[src/rtl/vram_arbiter.sv]
`timescale 1ns/1ps
`default_nettype none
//==== vram_arbiter : display-priority VRAM arbiter with buffered host writes ==== rev 1.0 ====
module vram_arbiter #(
  parameter int ADDR_W       = 10,
  parameter int DATA_W       = 8,
  parameter int FIFO_DEPTH   = 4,
  parameter int STARVE_LIMIT = 64
) (
  input  logic                        clk,
  input  logic                        rst,
  input  logic                        host_wr_valid,
  output logic                        host_wr_ready,
  input  logic [ADDR_W-1:0]           host_wr_addr,
  input  logic [DATA_W-1:0]           host_wr_data,
  input  logic                        disp_rd_req,
  input  logic [ADDR_W-1:0]           disp_rd_addr,
  output logic                        disp_rd_valid,
  output logic [DATA_W-1:0]           disp_rd_data,
  output logic                        mem_en,
  output logic                        mem_we,
  output logic [ADDR_W-1:0]           mem_addr,
  output logic [DATA_W-1:0]           mem_wdata,
  input  logic [DATA_W-1:0]           mem_rdata,
  output logic [$clog2(FIFO_DEPTH):0] fifo_count,
  output logic                        wr_starved
);

  localparam int c_PTR_W = $clog2(FIFO_DEPTH);
  localparam int c_CNT_W = c_PTR_W + 1;
  localparam int c_STV_W = $clog2(STARVE_LIMIT + 1);
  localparam logic [c_CNT_W-1:0] c_FULL    = c_CNT_W'(FIFO_DEPTH);
  localparam logic [c_STV_W-1:0] c_STV_MAX = c_STV_W'(STARVE_LIMIT);

  logic [ADDR_W-1:0]  fifo_addr_q [FIFO_DEPTH];
  logic [DATA_W-1:0]  fifo_data_q [FIFO_DEPTH];
  logic [c_PTR_W-1:0] wr_ptr_q, wr_ptr_d, rd_ptr_q, rd_ptr_d;
  logic [c_CNT_W-1:0] count_q, count_d;
  logic [c_STV_W-1:0] stv_cnt_q, stv_cnt_d;
  logic               starved_q, starved_d;
  logic               mem_en_q, mem_en_d, mem_we_q, mem_we_d;
  logic [ADDR_W-1:0]  mem_addr_q, mem_addr_d;
  logic [DATA_W-1:0]  mem_wdata_q, mem_wdata_d;
  logic               rd_v1_q, rd_v2_q, rd_valid_q;
  logic [DATA_W-1:0]  rd_data_q;
  logic               w_full, w_empty, w_push, w_pop;

  always_comb begin
    w_full  = (count_q == c_FULL);
    w_empty = (count_q == '0);
    w_push  = host_wr_valid && !w_full;
    // Pops only ever see registered contents, so an empty FIFO never forwards a same-cycle push.
    w_pop   = !disp_rd_req && !w_empty;

    wr_ptr_d = w_push ? wr_ptr_q + c_PTR_W'(1) : wr_ptr_q;
    rd_ptr_d = w_pop  ? rd_ptr_q + c_PTR_W'(1) : rd_ptr_q;

    count_d = count_q;
    if (w_push && !w_pop) begin
      count_d = count_q + c_CNT_W'(1);
    end else if (!w_push && w_pop) begin
      count_d = count_q - c_CNT_W'(1);
    end

    mem_en_d    = disp_rd_req || w_pop;
    mem_we_d    = w_pop;
    mem_addr_d  = mem_addr_q;
    mem_wdata_d = mem_wdata_q;
    if (disp_rd_req) begin
      mem_addr_d = disp_rd_addr;
    end else if (w_pop) begin
      mem_addr_d  = fifo_addr_q[rd_ptr_q];
      mem_wdata_d = fifo_data_q[rd_ptr_q];
    end

    stv_cnt_d = '0;
    if (w_full && disp_rd_req) begin
      stv_cnt_d = (stv_cnt_q == c_STV_MAX) ? stv_cnt_q : stv_cnt_q + c_STV_W'(1);
    end
    starved_d = starved_q || (stv_cnt_d == c_STV_MAX);
  end

  always_ff @(posedge clk) begin
    if (w_push) begin
      fifo_addr_q[wr_ptr_q] <= host_wr_addr;
      fifo_data_q[wr_ptr_q] <= host_wr_data;
    end
  end

  always_ff @(posedge clk) begin
    if (rst) begin
      wr_ptr_q    <= '0;
      rd_ptr_q    <= '0;
      count_q     <= '0;
      stv_cnt_q   <= '0;
      starved_q   <= 1'b0;
      mem_en_q    <= 1'b0;
      mem_we_q    <= 1'b0;
      mem_addr_q  <= '0;
      mem_wdata_q <= '0;
      rd_v1_q     <= 1'b0;
      rd_v2_q     <= 1'b0;
      rd_valid_q  <= 1'b0;
      rd_data_q   <= '0;
    end else begin
      wr_ptr_q    <= wr_ptr_d;
      rd_ptr_q    <= rd_ptr_d;
      count_q     <= count_d;
      stv_cnt_q   <= stv_cnt_d;
      starved_q   <= starved_d;
      mem_en_q    <= mem_en_d;
      mem_we_q    <= mem_we_d;
      mem_addr_q  <= mem_addr_d;
      mem_wdata_q <= mem_wdata_d;
      // rd_v1 tracks the access cycle, rd_v2 the cycle mem_rdata is valid.
      rd_v1_q     <= disp_rd_req;
      rd_v2_q     <= rd_v1_q;
      rd_valid_q  <= rd_v2_q;
      if (rd_v2_q) begin
        rd_data_q <= mem_rdata;
      end
    end
  end

  assign host_wr_ready = !w_full;
  assign fifo_count    = count_q;
  assign wr_starved    = starved_q;
  assign mem_en        = mem_en_q;
  assign mem_we        = mem_we_q;
  assign mem_addr      = mem_addr_q;
  assign mem_wdata     = mem_wdata_q;
  assign disp_rd_valid = rd_valid_q;
  assign disp_rd_data  = rd_data_q;

endmodule
`default_nettype wire

[config.mk]
export PLATFORM = sky130hd
export DESIGN_NAME = vram_arbiter
export DESIGN_NICKNAME = d
export VERILOG_FILES = /design/src/rtl/vram_arbiter.sv
export SDC_FILE = /design/constraint.sdc
export NUM_CORES = 1
export LEC_CHECK = 0
export CAP_MARGIN = 10
export CELL_PAD_IN_SITES_DETAIL_PLACEMENT = 1
export CELL_PAD_IN_SITES_GLOBAL_PLACEMENT = 2
export CORE_MARGIN = 4
export CORE_UTILIZATION = 40
export CTS_BUF_LIST = sky130_fd_sc_hd__clkbuf_16
export DETAILED_ROUTE_END_ITERATION = 6
export DONT_BUFFER_PORTS = 1
export PLACE_DENSITY_LB_ADDON = 0.1
export SYNTH_ARGS = -nofsm -noshare
export SYNTH_HDL_FRONTEND = slang
export SYNTH_SLANG_ARGS = --single-unit
[constraint.sdc]
create_clock -name clk -period 3.4 [get_ports clk]
set_clock_uncertainty 0.05 [all_clocks]
set_input_delay 0.51 -clock clk [delete_from_list [all_inputs] [get_ports clk]]
set_output_delay 0.51 -clock clk [all_outputs]
set_load 0.1 [all_outputs]
Figure 1. Clock wiring as the flow saved it (run 1).
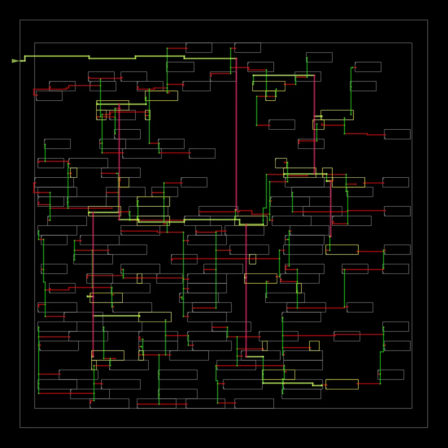
clock tree sinks: 120
sequential cell count of the final layout: 120
source-to-sink clock delay at the later pin of the worst-skew pair: 0.41 ns
power attributed to the clock group: 1.54 mW
total clock buffers created by CTS: 17

Figure 2. I/O pins on the die edge (run 1).
Pins as bars across the die edge, other pins in grey.
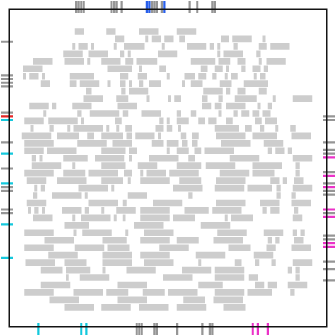
| colour | port | pins | direction | edge |
|---|---|---|---|---|
| cyan | host_wr_data | 8 | input | 5 left, 3 bottom |
| blue | fifo_count | 3 | output | top |
| magenta | disp_rd_addr | 10 | input | 7 right, 3 bottom |
| red | mem_we | 1 | output | left |
all pins by edge: 22 right, 19 top, 18 left, 15 bottom

==> flow_summary.ini, run 1 <==
; flow metrics
[run_status]
outcome = finished clean

[synthesis]
top_cell_type_by_total_area_after_synthesis = sky130_fd_sc_hd__edfxtp_1
synth_flop_count = 120
mappedNetlistArea_sq_um = 4603
synth_top_area_share_pct = 46.97
synth.avg_cell_area_sq_um = 14.75
common_cells = sky130_fd_sc_hd__edfxtp_1, sky130_fd_sc_hd__dfxtp_1, sky130_fd_sc_hd__a21oi_1
synth-main-ff-cell = sky130_fd_sc_hd__edfxtp_1
netlist-cell-type-count = 39
synth-edff-count = 72

[min_path]
holdCritStartpoint = rst

[placement]
area_of_placed_instances_sq_um = 4776
detailedPlace.worstSlack_ns = 0.6514
post-dp-hpwl_um = 6061

[drt]
met3WireLength_um = 637
wl_per_cell_um = 20.05
wl_met1_um = 4254
dr_vias = 2542
route.antenna.remaining_nets = 0
highest_layer = met4

[worst_setup_path]
worst-r2r-cell-count = 9
r2r-start = fifo_count[0]
cpPeakStageDelay_ns = 0.52
critPathSlowestCell = sky130_fd_sc_hd__dfxtp_2
critPathCaptureType = flop
reg2reg_setup_slack_ns = 0.67
cp.required_ns = 3.70
crit_type = flop to flop

[cts]
cts_buffer_depth = 2
cts_tree = built
ctsHoldBuffers = 0
buffer_type_at_the_clock_tree_root = sky130_fd_sc_hd__clkbuf_16

[layout]
final_cell_mix = sky130_fd_sc_hd__edfxtp_1, sky130_fd_sc_hd__dfxtp_1, sky130_fd_sc_hd__a21oi_1
synthToLayoutAreaGrowth_pct = 14.90
num-nets-final = 372

[final_timing]
worst_slew_pin_slew_ns = 1.011
max_slew_margin_pct = 32.48
clock.fmax_mhz = 366.9
fin_tns_setup_ns = 0
portion_of_the_clock_cycle_consumed_by_the_worst_path_in_the_final_layout_pct = 80.17
setup_viol = 0

[floorplanning]
initial_core_util_pct = 41.73
boundaryPins = 74

[pwr]
power_density_nw_per_um2 = 896.5
switchingPower_mw = 1.762
clock_power_share_pct = 32.5
internal_power_mw = 2.980
power.share.combinational_pct = 13.5

[global_routing]
grt_start_max_net_pins = 32

[run]
maxCapViolations = 0
Figure 3. Routed metal, one colour a layer (run 1).
The bar under the picture is 20 um long.
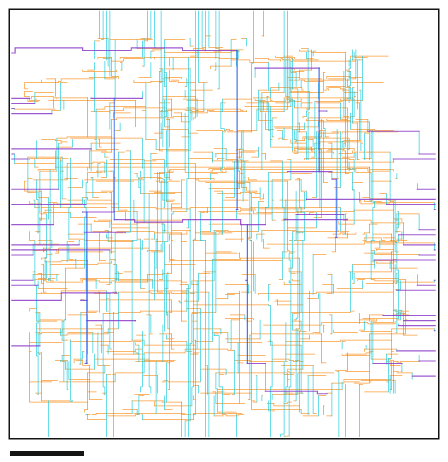
| colour | layer | wire length |
|---|---|---|
| cyan | metal 2 | 4480 um |
| orange | metal 1 | 4250 um |
| blue | metal 4 | 197 um |
| purple | metal 3 | 638 um |

Figure 4. Sequential cells grouped by signal name (run 1).
Other sequential cells in the stronger grey, the rest of the logic in the fainter grey.
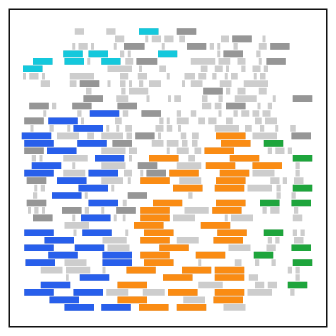
| colour | signal | flops |
|---|---|---|
| cyan | disp_rd_data | 8 |
| blue | fifo_data_q | 32 |
| green | mem_addr | 10 |
| orange | fifo_addr_q | 40 |

[run 1: power groups by stage]
stage	combinational, mW	sequential, mW	clock (mW)
3_3_place_gp	0.633	2.59	0
6_report	0.642	2.56	1.54
2_1_floorplan	0.556	2.50	0
3_5_place_dp	0.649	2.59	0
5_1_grt	0.721	2.60	1.67
4_1_cts	0.657	2.57	1.59
[run 1: layout make-up]
cell class	instances	area, sq um
well taps	140	175.2
fillers	1091	5742
clock buffers	17	425.4
repair buffers	7	52.55
multi-input cells	168	1385
inverters	10	37.54
flip-flops and latches	120	3126
clock inverters	15	87.58
[run 1: layer usage]
layer	GRT usage [%]	vias up
met5	0	-
met4	7.512	0
met3	6.368	17
met2	23.84	71
met1	19.94	1271
li1	-	1183
[run 1: metrics by stage]
step                hold slack (ns)  instances
floorplan                    0.3638        312
global placement             0.3760        445
detailed placement           0.3852        445
CTS                         0.09539        477
global route                0.09652        477
finish                       0.1187        477
[run 1: state kept, by name, summed over array words and instances (netlist names), named ones only]
register       cells
disp_rd_data       8
disp_rd_valid      1
fifo_addr_q       40
fifo_count         3
fifo_data_q       32
mem_addr          10
mem_en             1
mem_wdata          8
mem_we             1
rd_ptr_q           2
rd_v1_q            1
rd_v2_q            1
stv_cnt_q          7
wr_ptr_q           2
wr_starved         1
[run 1: worst max-delay path: cells and delay by family (launching register included)]
kind	cells	cell delay, ns
buf+inv	2	0.28
fa+ha+maj	2	0.61
flops	1	0.52
simple gates	3	0.87
compound gates	1	0.14
xor+xnor	1	0.19
[run 1: cell families after synthesis]
logic type | count (synthesis) | share of synthesized area (%)
AOI/OAI and AO/OA | 45 | 5.735
buffers and inverters | 24 | 2.066
adders and majority gates | 8 | 2.338
muxes | 37 | 12.94
and+or+nand+nor | 68 | 7.176
xor gates and xnor gates | 10 | 1.903
DFF | 120 | 67.84
--- run 2 (diff from run 1) ---
==> constraint.sdc (replaced) <==
create_clock -name clk -period 2.75 [get_ports clk]
set_clock_uncertainty 0.05 [all_clocks]
set_input_delay 0.4125 -clock clk [delete_from_list [all_inputs] [get_ports clk]]
set_output_delay 0.4125 -clock clk [all_outputs]
set_load 0.1 [all_outputs]
==> flow_summary.ini, run 2 <==
; flow metrics
[final_timing]
clock.fmax_mhz = 405.1
portion_of_the_clock_cycle_consumed_by_the_worst_path_in_the_final_layout_pct = 89.76
holdWs_ns = 0.03447
max_slew_margin_pct = 31.45
setup_viol = 0

[layout]
final_cell_mix = sky130_fd_sc_hd__edfxtp_1, sky130_fd_sc_hd__dfxtp_1, sky130_fd_sc_hd__a21oi_1
final.fill_count = 1113
layout.cells.non_filler = 479
num-nets-final = 374
largest_register_ff_count = 40
top_register = fifo_addr_q

[floorplanning]
initial_core_util_pct = 41.73
boundaryPins = 74

[worst_setup_path]
worst-r2r-cell-count = 11
crit_type = flop to flop
critPathCaptureType = flop

[global_routing]
grt_busiest_layer = met2
grt_start_max_net_pins = 32
grt_util_met2_pct = 24.88

[synthesis]
synth-main-ff-cell = sky130_fd_sc_hd__edfxtp_1
mappedNetlistArea_sq_um = 4603
synth_top_area_share_pct = 46.97
top_cell_type_by_total_area_after_synthesis = sky130_fd_sc_hd__edfxtp_1
synth-edff-count = 72
synth_flop_count = 120

[placement]
total_placed_cells_including_tap_cells = 447
detailedPlace.worstSlack_ns = 0.2737
post-dp-hpwl_um = 6235

[cts]
clk-insertion-delay-late_ns = 0.40
cts_tree = built
numCtsBuffers = 17
clock_sink_count = 120
cts_buffer_depth = 2
ctsHoldBuffers = 0

[drt]
wl_per_cell_um = 19.44
dr_vias = 2511
route.antenna.remaining_nets = 0

[min_path]
holdCritStartpoint = rst

[run_status]
outcome = finished clean
run 2: cell counts after synthesis:
Identical to the previous run, type by type.
run 2: area by class of cell:
cell class,instances,area [sq um],share of cell area [%]
sequential,120,3132,57.75
multi-input combinational,168,1394,25.70
clock buffer,17,425.4,7.845
clock inverter,15,187.7,3.461
tap,140,175.2,3.230
timing repair buffer,9,67.56,1.246
inverter,10,41.29,0.7614
run 2: critical path: stages, from the launching register on:
cell and delay (ns):
sky130_fd_sc_hd__dfxtp_4 0.34, sky130_fd_sc_hd__buf_4 0.30, sky130_fd_sc_hd__nor3b_4 0.33, sky130_fd_sc_hd__clkinvlp_4 0.20
sky130_fd_sc_hd__nand2_2 0.13, sky130_fd_sc_hd__inv_1 0.05, sky130_fd_sc_hd__ha_1 0.20, sky130_fd_sc_hd__inv_1 0.08
sky130_fd_sc_hd__fa_1 0.18, sky130_fd_sc_hd__xor2_1 0.08, sky130_fd_sc_hd__or3_1 0.31, sky130_fd_sc_hd__a21oi_1 0.15
run 2: report_power, final:
part / switching, mW / internal (mW) / total (mW)
sequential: 0.787 / 2.18 / 2.97
combinational: 0.612 / 0.407 / 1.02
clock: 0.768 / 1.50 / 2.27
total: 2.17 / 4.09 / 6.26
run 2: cell families after synthesis:
kind of cell	Yosys count	share of synthesized area, %
buf+inv	24	2.066
compound gates	45	5.735
mux	37	12.94
simple gates	68	7.176
xor+xnor	10	1.903
fa+ha+maj	8	2.338
flops	120	67.84
run 2: metal layers:
layer / vias up / share of wire, %
met4: 0 / 0.75
li1: 1196 / -
met5: - / 0
met2: 63 / 50
met3: 6 / 6.6
met1: 1246 / 43
Figure 5. I/O pins on the die edge (run 2).
Pins as bars across the die edge, other pins in grey.
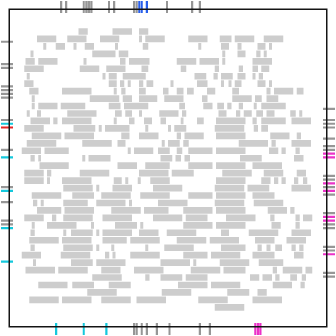
| colour | port | pins | direction | edge |
|---|---|---|---|---|
| red | mem_we | 1 | output | left |
| magenta | disp_rd_addr | 10 | input | 7 right, 3 bottom |
| blue | fifo_count | 3 | output | top |
| cyan | host_wr_data | 8 | input | 5 left, 3 bottom |
all pins by edge: 25 right, 19 left, 16 top, 14 bottom

--- run 3 (diff from run 2) ---
--- a/config.mk
+++ b/config.mk
@@ -8,6 +8,7 @@
 export CAP_MARGIN = 10
 export CELL_PAD_IN_SITES_DETAIL_PLACEMENT = 1
 export CELL_PAD_IN_SITES_GLOBAL_PLACEMENT = 2
+export CORE_ASPECT_RATIO = 1.25
 export CORE_MARGIN = 4
 export CORE_UTILIZATION = 40
 export CTS_BUF_LIST = sky130_fd_sc_hd__clkbuf_16
==> constraint.sdc (replaced) <==
create_clock -name clk -period 3.1 [get_ports clk]
set_clock_uncertainty 0.05 [all_clocks]
set_input_delay 0.465 -clock clk [delete_from_list [all_inputs] [get_ports clk]]
set_output_delay 0.465 -clock clk [all_outputs]
set_load 0.1 [all_outputs]
==> flow_summary.ini, run 3 <==
; flow metrics
[placement]
detailedPlace.worstSlack_ns = 0.5738
area_of_placed_instances_sq_um = 4790

[cts]
buffer_type_at_the_clock_tree_root = sky130_fd_sc_hd__clkbuf_16
cts_tree = built
numCtsBuffers = 17
clock_sink_count = 120

[synthesis]
mappedNetlistArea_sq_um = 4603
synth-main-ff-cell = sky130_fd_sc_hd__edfxtp_1
synth_top_area_share_pct = 46.97

[final_timing]
fin_tns_setup_ns = 0
worst_slew_pin_slew_ns = 1.012
max_slew_margin_pct = 32.43
portion_of_the_clock_cycle_consumed_by_the_worst_path_in_the_final_layout_pct = 81.76

[global_routing]
grt_util_met2_pct = 25.45

[min_path]
holdCritStartpoint = rst

[worst_setup_path]
path_delay_family = flip-flops
critPathSlowestCell = sky130_fd_sc_hd__dfxtp_2
crit_type = flop to flop
r2r-start = fifo_count[0]

[drt]
route.antenna.remaining_nets = 0
wl_per_cell_um = 19.77

[run_status]
outcome = finished clean

[layout]
synthToLayoutAreaGrowth_pct = 16.85
largest_register_ff_count = 40
num-nets-final = 374
top_register = fifo_addr_q

[floorplanning]
boundaryPins = 74
## run 3: area by class of cell
type	instances	area (sq um)	area share [%]
Timing Repair Buffer	9	67.56	1.256
Sequential cell	120	3127	58.13
Inverter	10	41.29	0.7676
Clock buffer	18	450.4	8.374
Multi-Input combinational cell	168	1385	25.75
Clock inverter	14	138.9	2.582
Tap cell	135	168.9	3.140
## run 3: how the worst max path moves through the flow
stage	from	endpoint	slack (ns)	depth (start not counted)
after floorplan	fifo_count[2]	fifo_count[2]	0.14	10
after global placement	fifo_count[0]	fifo_count[2]	0.62	10
after detailed placement	fifo_count[0]	fifo_count[2]	0.57	10
after CTS	fifo_count[0]	fifo_count[2]	0.55	10
after global routing	fifo_count[0]	fifo_count[2]	0.41	9
final	fifo_count[0]	fifo_count[2]	0.57	10
## run 3: stage by stage
| stage | instances | total power [mW] |
|---|---|---|
| 2_1_floorplan | 312 | 3.352 |
| 3_3_place_gp | 442 | 3.561 |
| 3_5_place_dp | 442 | 3.579 |
| 4_1_cts | 474 | 5.536 |
| 5_1_grt | 474 | 5.721 |
| 6_report | 474 | 5.460 |
## run 3: report_power, final
| group | internal [mW] | switching (mW) |
|---|---|---|
| clock network | 1.29 | 0.649 |
| logic | 0.346 | 0.371 |
| registers | 1.93 | 0.875 |
## run 3: per-layer routing
metal,up-vias,routed length [um]
met5,-,0
met2,65,4718
met4,0,150
met3,10,511
li1,1186,-
met1,1233,3990
## run 3: cells by family (layout without fill, tap and decap cells)
logic type,after synthesis,in the layout,synth area share [%]
adders and majority gates,8,8,2.338
xor gates and xnor gates,10,10,1.903
AOI/OAI and AO/OA,45,45,5.735
and+or+nand+nor,68,68,7.176
DFF,120,120,67.84
muxes,37,37,12.94
buffers and inverters,24,51,2.066
Figure 6. I/O pins on the die edge (run 3).
Pins as bars across the die edge, other pins in grey.
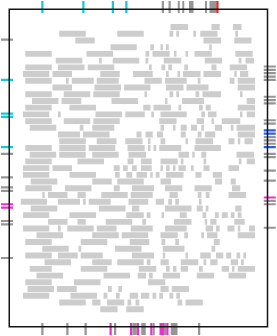
| colour | port | pins | direction | edge |
|---|---|---|---|---|
| red | mem_we | 1 | output | top |
| cyan | host_wr_data | 8 | input | 4 left, 4 top |
| blue | fifo_count | 3 | output | right |
| magenta | disp_rd_addr | 10 | input | 7 bottom, 2 left, 1 right |

Power figures rest on the tool's default switching activity, not on a simulated workload.
